===== config.mk =====
export PLATFORM = sky130hd
export DESIGN_NAME = board_keeper
export DESIGN_NICKNAME = d
export VERILOG_FILES = /design/src/rtl/board_keeper.sv
export SDC_FILE = /design/constraint.sdc
export NUM_CORES = 1
export LEC_CHECK = 0
export CORE_MARGIN = 1.5
export CORE_UTILIZATION = 23
export CTS_BUF_LIST = sky130_fd_sc_hd__clkbuf_4 sky130_fd_sc_hd__clkbuf_8
export CTS_CLUSTER_DIAMETER = 40
export DETAILED_ROUTE_END_ITERATION = 16
export SYNTH_ARGS = -nofsm -noshare
export SYNTH_HDL_FRONTEND = slang
export SYNTH_SLANG_ARGS = --single-unit
export TNS_END_PERCENT = 20

===== constraint.sdc =====
create_clock -name clk -period 9.4 [get_ports clk]
set_input_delay 2.35 -clock clk [delete_from_list [all_inputs] [get_ports clk]]
set_output_delay 2.35 -clock clk [all_outputs]
set_load 0.1 [all_outputs]

===== src/rtl/board_keeper.sv =====
// Connect-four board keeper: validates human/AI moves, places pieces, and
// scans the four line directions through each placed piece for a win or draw.
module board_keeper (
  input  logic        clk,
  input  logic        rst_n,
  input  logic        new_game,
  input  logic [2:0]  hum_col,
  input  logic        hum_valid,
  input  logic [6:0]  ai_opt,
  input  logic        ai_move,
  output logic [83:0] grid,
  output logic [20:0] column_counts,
  output logic        player,
  output logic        busy,
  output logic        reject,
  output logic [1:0]  winner,
  output logic        game_over
);

  typedef enum logic [0:0] {IDLE = 1'b0, CHECK = 1'b1} state_t;

  state_t      state_r;
  logic [1:0]  dir_r;
  logic [83:0] grid_r;
  logic [20:0] counts_r;
  logic        player_r;
  logic        busy_r;
  logic        reject_r;
  logic [1:0]  winner_r;
  logic        game_over_r;
  logic        win_r;
  logic [2:0]  pc_r;
  logic [2:0]  pr_r;
  logic [1:0]  color_r;

  logic [2:0]        hum_col_safe_s;
  logic [2:0]        hum_cnt_s;
  logic              hum_legal_s;
  logic [3:0]        ai_mod_s;
  logic [6:0]        ai_row_s;
  logic [2:0]        ai_col_s;
  logic [2:0]        ai_cnt_s;
  logic              ai_legal_s;
  logic              mv_req_s;
  logic              mv_legal_s;
  logic [2:0]        mv_col_s;
  logic [2:0]        mv_row_s;
  logic [1:0]        mv_color_s;
  logic [6:0]        mv_gidx_s;
  logic [4:0]        mv_cidx_s;
  logic signed [4:0] step_c_s;
  logic signed [4:0] step_r_s;
  logic [2:0]        line_len_s;
  logic              line_win_s;
  logic              full_s;

  // MSB position of cell (c, r) in the packed grid.
  function automatic logic [6:0] gidx(input logic [2:0] c, input logic [2:0] r);
    return 7'd13 - {3'b000, c, 1'b0} + 7'd14 * {4'b0000, r};
  endfunction

  function automatic logic [1:0] cell_at(input logic [83:0] g, input logic [2:0] c,
                                         input logic [2:0] r);
    return g[gidx(c, r) -: 2];
  endfunction

  function automatic logic [2:0] count_of(input logic [20:0] cnt, input logic [2:0] c);
    return cnt[5'd3 * {2'b00, c} +: 3];
  endfunction

  // Contiguous same-colour cells beyond (c0, r0) in one sense, at most 3.
  function automatic logic [2:0] run_len(input logic [83:0] g, input logic [2:0] c0,
                                         input logic [2:0] r0, input logic [1:0] color,
                                         input logic signed [4:0] dc,
                                         input logic signed [4:0] dr);
    logic [2:0]        n;
    logic              run;
    logic signed [4:0] c;
    logic signed [4:0] r;
    n   = 3'd0;
    run = 1'b1;
    c   = $signed({2'b00, c0});
    r   = $signed({2'b00, r0});
    for (int k = 0; k < 3; k++) begin
      c = c + dc;
      r = r + dr;
      if (run && (c >= 5'sd0) && (c <= 5'sd6) && (r >= 5'sd0) && (r <= 5'sd5) &&
          (cell_at(g, c[2:0], r[2:0]) == color)) begin
        n = n + 3'd1;
      end else begin
        run = 1'b0;
      end
    end
    return n;
  endfunction

  // Legality of the two request sources against the current column heights.
  always_comb begin
    hum_col_safe_s = (hum_col <= 3'd6) ? hum_col : 3'd0;
    hum_cnt_s      = count_of(counts_r, hum_col_safe_s);
    hum_legal_s    = (hum_col <= 3'd6) && (hum_cnt_s < 3'd6);
    ai_mod_s       = 4'(ai_opt % 7'd14);
    ai_row_s       = ai_opt / 7'd14;
    ai_col_s       = 3'((4'd13 - ai_mod_s) >> 1);
    ai_cnt_s       = count_of(counts_r, ai_col_s);
    ai_legal_s     = ai_mod_s[0] && (ai_row_s < 7'd6) && (ai_row_s[2:0] == ai_cnt_s);
  end

  // Select the request of the side to move; the other side's strobe is ignored.
  always_comb begin
    mv_req_s   = 1'b0;
    mv_legal_s = 1'b0;
    mv_col_s   = 3'd0;
    mv_row_s   = 3'd0;
    mv_color_s = 2'b00;
    if ((state_r == IDLE) && !game_over_r) begin
      if (!player_r) begin
        mv_req_s   = hum_valid;
        mv_legal_s = hum_legal_s;
        mv_col_s   = hum_col_safe_s;
        mv_row_s   = hum_cnt_s;
        mv_color_s = 2'b01;
      end else begin
        mv_req_s   = ai_move;
        mv_legal_s = ai_legal_s;
        mv_col_s   = ai_col_s;
        mv_row_s   = ai_row_s[2:0];
        mv_color_s = 2'b10;
      end
    end else begin
      mv_req_s = 1'b0;
    end
    mv_gidx_s = gidx(mv_col_s, mv_row_s);
    mv_cidx_s = 5'd3 * {2'b00, mv_col_s};
  end

  // Line length through the placed cell along the current direction.
  always_comb begin
    case (dir_r)
      2'd0:    begin step_c_s = 5'sd1;  step_r_s = 5'sd0; end
      2'd1:    begin step_c_s = 5'sd0;  step_r_s = 5'sd1; end
      2'd2:    begin step_c_s = 5'sd1;  step_r_s = 5'sd1; end
      2'd3:    begin step_c_s = -5'sd1; step_r_s = 5'sd1; end
      default: begin step_c_s = 5'sd0;  step_r_s = 5'sd0; end
    endcase
    line_len_s = 3'd1 + run_len(grid_r, pc_r, pr_r, color_r, step_c_s, step_r_s)
                      + run_len(grid_r, pc_r, pr_r, color_r, -step_c_s, -step_r_s);
    line_win_s = (line_len_s >= 3'd4);
    full_s     = (counts_r == {7{3'd6}});
  end

  // Game state machine: accept/reject in IDLE, four direction scans in CHECK.
  always_ff @(posedge clk or negedge rst_n) begin
    if (!rst_n) begin
      state_r     <= IDLE;
      dir_r       <= 2'd0;
      grid_r      <= 84'd0;
      counts_r    <= 21'd0;
      player_r    <= 1'b0;
      busy_r      <= 1'b0;
      reject_r    <= 1'b0;
      winner_r    <= 2'b00;
      game_over_r <= 1'b0;
      win_r       <= 1'b0;
      pc_r        <= 3'd0;
      pr_r        <= 3'd0;
      color_r     <= 2'b00;
    end else if (new_game) begin
      state_r     <= IDLE;
      dir_r       <= 2'd0;
      grid_r      <= 84'd0;
      counts_r    <= 21'd0;
      player_r    <= 1'b0;
      busy_r      <= 1'b0;
      reject_r    <= 1'b0;
      winner_r    <= 2'b00;
      game_over_r <= 1'b0;
      win_r       <= 1'b0;
    end else begin
      reject_r <= 1'b0;
      case (state_r)
        IDLE: begin
          if (mv_req_s) begin
            if (mv_legal_s) begin
              grid_r[mv_gidx_s -: 2]   <= mv_color_s;
              counts_r[mv_cidx_s +: 3] <= mv_row_s + 3'd1;
              pc_r    <= mv_col_s;
              pr_r    <= mv_row_s;
              color_r <= mv_color_s;
              win_r   <= 1'b0;
              busy_r  <= 1'b1;
              dir_r   <= 2'd0;
              state_r <= CHECK;
            end else begin
              reject_r <= 1'b1;
            end
          end
        end
        CHECK: begin
          if (line_win_s) begin
            win_r <= 1'b1;
          end
          if (dir_r == 2'd3) begin
            state_r <= IDLE;
            busy_r  <= 1'b0;
            dir_r   <= 2'd0;
            if (win_r || line_win_s) begin
              winner_r    <= color_r;
              game_over_r <= 1'b1;
            end else if (full_s) begin
              winner_r    <= 2'b11;
              game_over_r <= 1'b1;
            end else begin
              player_r <= ~player_r;
            end
          end else begin
            dir_r <= dir_r + 2'd1;
          end
        end
        default: state_r <= IDLE;
      endcase
    end
  end

  assign grid          = grid_r;
  assign column_counts = counts_r;
  assign player        = player_r;
  assign busy          = busy_r;
  assign reject        = reject_r;
  assign winner        = winner_r;
  assign game_over     = game_over_r;

endmodule


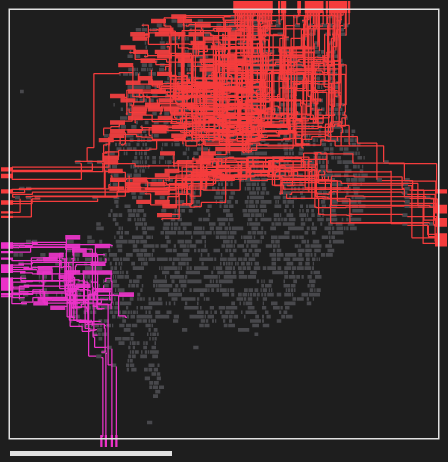
**Above:** nets reached from selected ports.
The bar under the picture is 100 um long.
legend:
  red:
    port: grid
    direction: output
    edge: 58 top, 16 right, 10 left
    end_cells: 84
    buffers: 84
    wire: 18,400 um
  magenta:
    port: column_counts
    direction: output
    edge: 17 left, 4 bottom
    end_cells: 21
    buffers: 21
    wire: 2,190 um

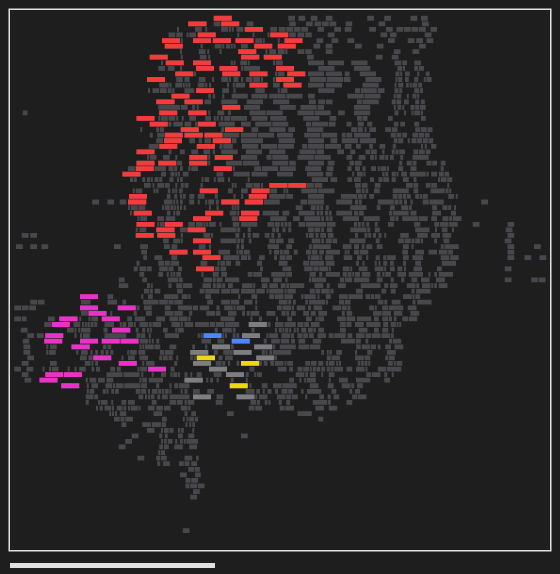
**Above:** sequential cells coloured by netlist name.
The bar under the picture is 100 um long. Other sequential cells in the stronger grey, the rest of the logic in the fainter grey.
legend:
  red:
    signal: grid
    sequential_cells: 84
  magenta:
    signal: column_counts
    sequential_cells: 21
    where: left middle
  blue:
    signal: color_r
    sequential_cells: 2
  yellow:
    signal: pc_r
    sequential_cells: 3
not coloured: 13

==> run summary <==
Results of the run.

The flow ran to the end, and the final reports show no timing, DRC or antenna violations. The routability congestion estimate from global placement is roughly 0.93. Sorting the synthesis cell report by count puts at the top nand2_1. The remaining max-slew budget at the tightest pin is 0.268. The synthesis-to-layout area growth is 19.3%. Sorting the synthesized cells by area gives the leading types as dfrtp_1 (20%), mux4_2 (16%), ha_1 (11%), mux2i_1 (8.3%), fa_1 (4.7%).

The pin slew with the least headroom to its limit is ~1.1 ns. The buffer levels on the longest clock path is 2. The share of the core area taken by cells at floorplan is 0.233. The skew report gives the latency at the later pin of the worst-skew pair as 0.45 ns. Entering global routing, the biggest net connects 97 pins. The share of post-route cells with drive strength above 1 is 0.154. The worst setup path is launched from a register. The net count after synthesis is 1,798. The site row count is roughly 95. The cell count in the Yosys report is 1,607. Summed over all nets, wire length on met3 after detailed routing comes to 5030 um. The Yosys step of the flow raised 0 warnings. Of the post-synthesis cell area, the dominant cell type holds 0.197. The maximum level of the CTS H-tree is 4.

Derived from the worst setup path, the maximum achievable clock frequency is about 0.11 GHz. The root buffer cell chosen for the clock tree is clkbuf_8. The worst min-delay path class is register to register.

The synthesis run shows the most used standard cells to be nand2_1 (183), ha_1 (139), mux2i_1 (130), dfrtp_1 (123), mux4_2 (113). STA lists the startpoint of the worst hold path as busy. The number of enable-type register cells in the synthesized netlist is 0. The DRC violation count after routing is 0.

The clock buffer count from CTS is 17.
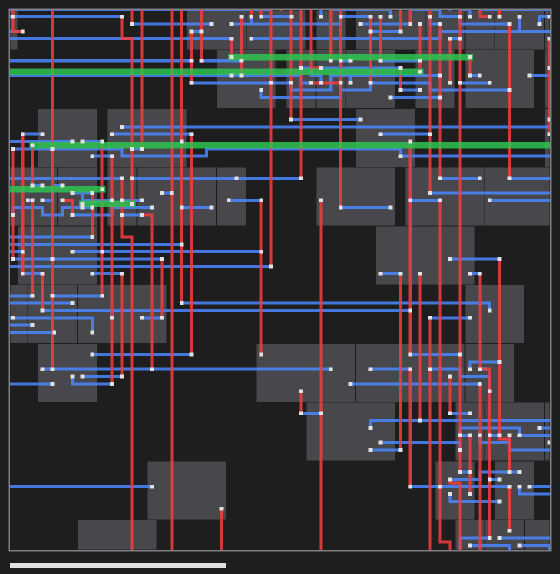
**Above:** zoomed window.
The bar under the picture is 10 um long. Region (53, 53) to (78, 78) um. Cells in grey, sequential cells in the stronger grey; small squares are vias.
legend:
  blue:
    layer: M1
  red:
    layer: M2
  green:
    layer: M3
sequential cells in the window: 0
most frequent: clkdlybuf4s50_1 (5), nand2_1 (4)
cells with their middle in the window: 42

[worst min-delay path by stage]
stage,endpoint,slack [ns],cells after the start
floorplan,win_r,0.52,2
global placement,busy,0.52,2
detailed placement,busy,0.54,2
CTS,busy,0.56,2
global route,winner[0],0.58,1
finish,busy,0.54,2
[layout by cell type (no fill, tap or decap), types with 7 or more instances in the layout]
cell type	synthesis	final
ha_1	139	132
or3_1	10	10
o21bai_1	8	8
o21a_1	23	23
mux2i_1	130	130
or4_1	11	11
a311oi_1	9	9
nor2_1	74	73
clkdlybuf4s50_1	0	124
nand4_1	11	11
a21o_1	34	34
o21ai_0	44	44
and2_1	9	9
buf_4	5	63
a211oi_1	25	25
a21oi_1	100	99
mux4_2	113	113
fa_1	37	35
nor3b_1	10	10
nand2b_1	18	18
nand3_1	33	33
a2111oi_0	17	16
clkbuf_8	0	19
dfrtp_1	123	123
nand2_1	183	183
nor4_1	13	12
a22oi_1	9	9
xor2_1	40	38
and3_1	8	8
inv_1	71	70
xnor2_1	56	52
a31oi_1	7	7
nor2b_1	10	10
nor3_1	40	39
[stage by stage]
step / util / cells / hold WS [ns] / setup TNS [ns]
after floorplan: - / 1607 / 0.515 / 0
after global placement: 0.270 / 2582 / 0.519 / 0
after detailed placement: 0.270 / 2582 / 0.542 / -0.336
after CTS: 0.276 / 2613 / 0.559 / 0
after global routing: 0.277 / 2615 / 0.581 / -0.0139
final: 0.277 / 2615 / 0.541 / 0
[sequential cells by signal, summed over array words and instances, names as in the netlist, 2 cells and up]
| register | cells |
|---|---|
| grid | 84 |
| pr_r | 3 |
| winner | 2 |
| pc_r | 3 |
| color_r | 2 |
| column_counts | 21 |
| dir_r | 2 |
[logic make-up after synthesis]
family	after synthesis	synth area share
fa+ha+maj	177	0.159
mux	252	0.253
flops	123	0.197
compound gates	338	0.149
buf+inv	158	0.0414
xor+xnor	98	0.0558
simple gates	461	0.145
[what timing repair did]
| item | CTS | global route |
|---|---|---|
| setup buffers | 0 | 1 |
| pin swaps | 1 | 5 |
| setup endpoints to repair | 4 | 5 |
| gates resized | 3 | 14 |
| hold endpoints to repair | 0 | 0 |
| cloned | 0 | 1 |
| hold buffers | 0 | 0 |
[layout make-up]
cell class	count	area, um^2
fill	7029	48600
timing repair buffer	189	1740
clock buffer	21	277
sequential	123	3080
inverter	73	278
tap	873	1090
multi-input combinational	1326	12100
clock inverter	10	141
[worst max-delay path: cells and delay by family (launching register included)]
family | cells | cell delay [ns]
adder cells (fa/ha/maj) | 10 | 3.40
AND/OR/NAND/NOR | 5 | 1.67
multiplexers | 5 | 1.45
AND-OR/OR-AND | 5 | 0.91
buffers and inverters | 9 | 0.78
flip-flops | 1 | 0.38
XOR/XNOR | 2 | 0.35
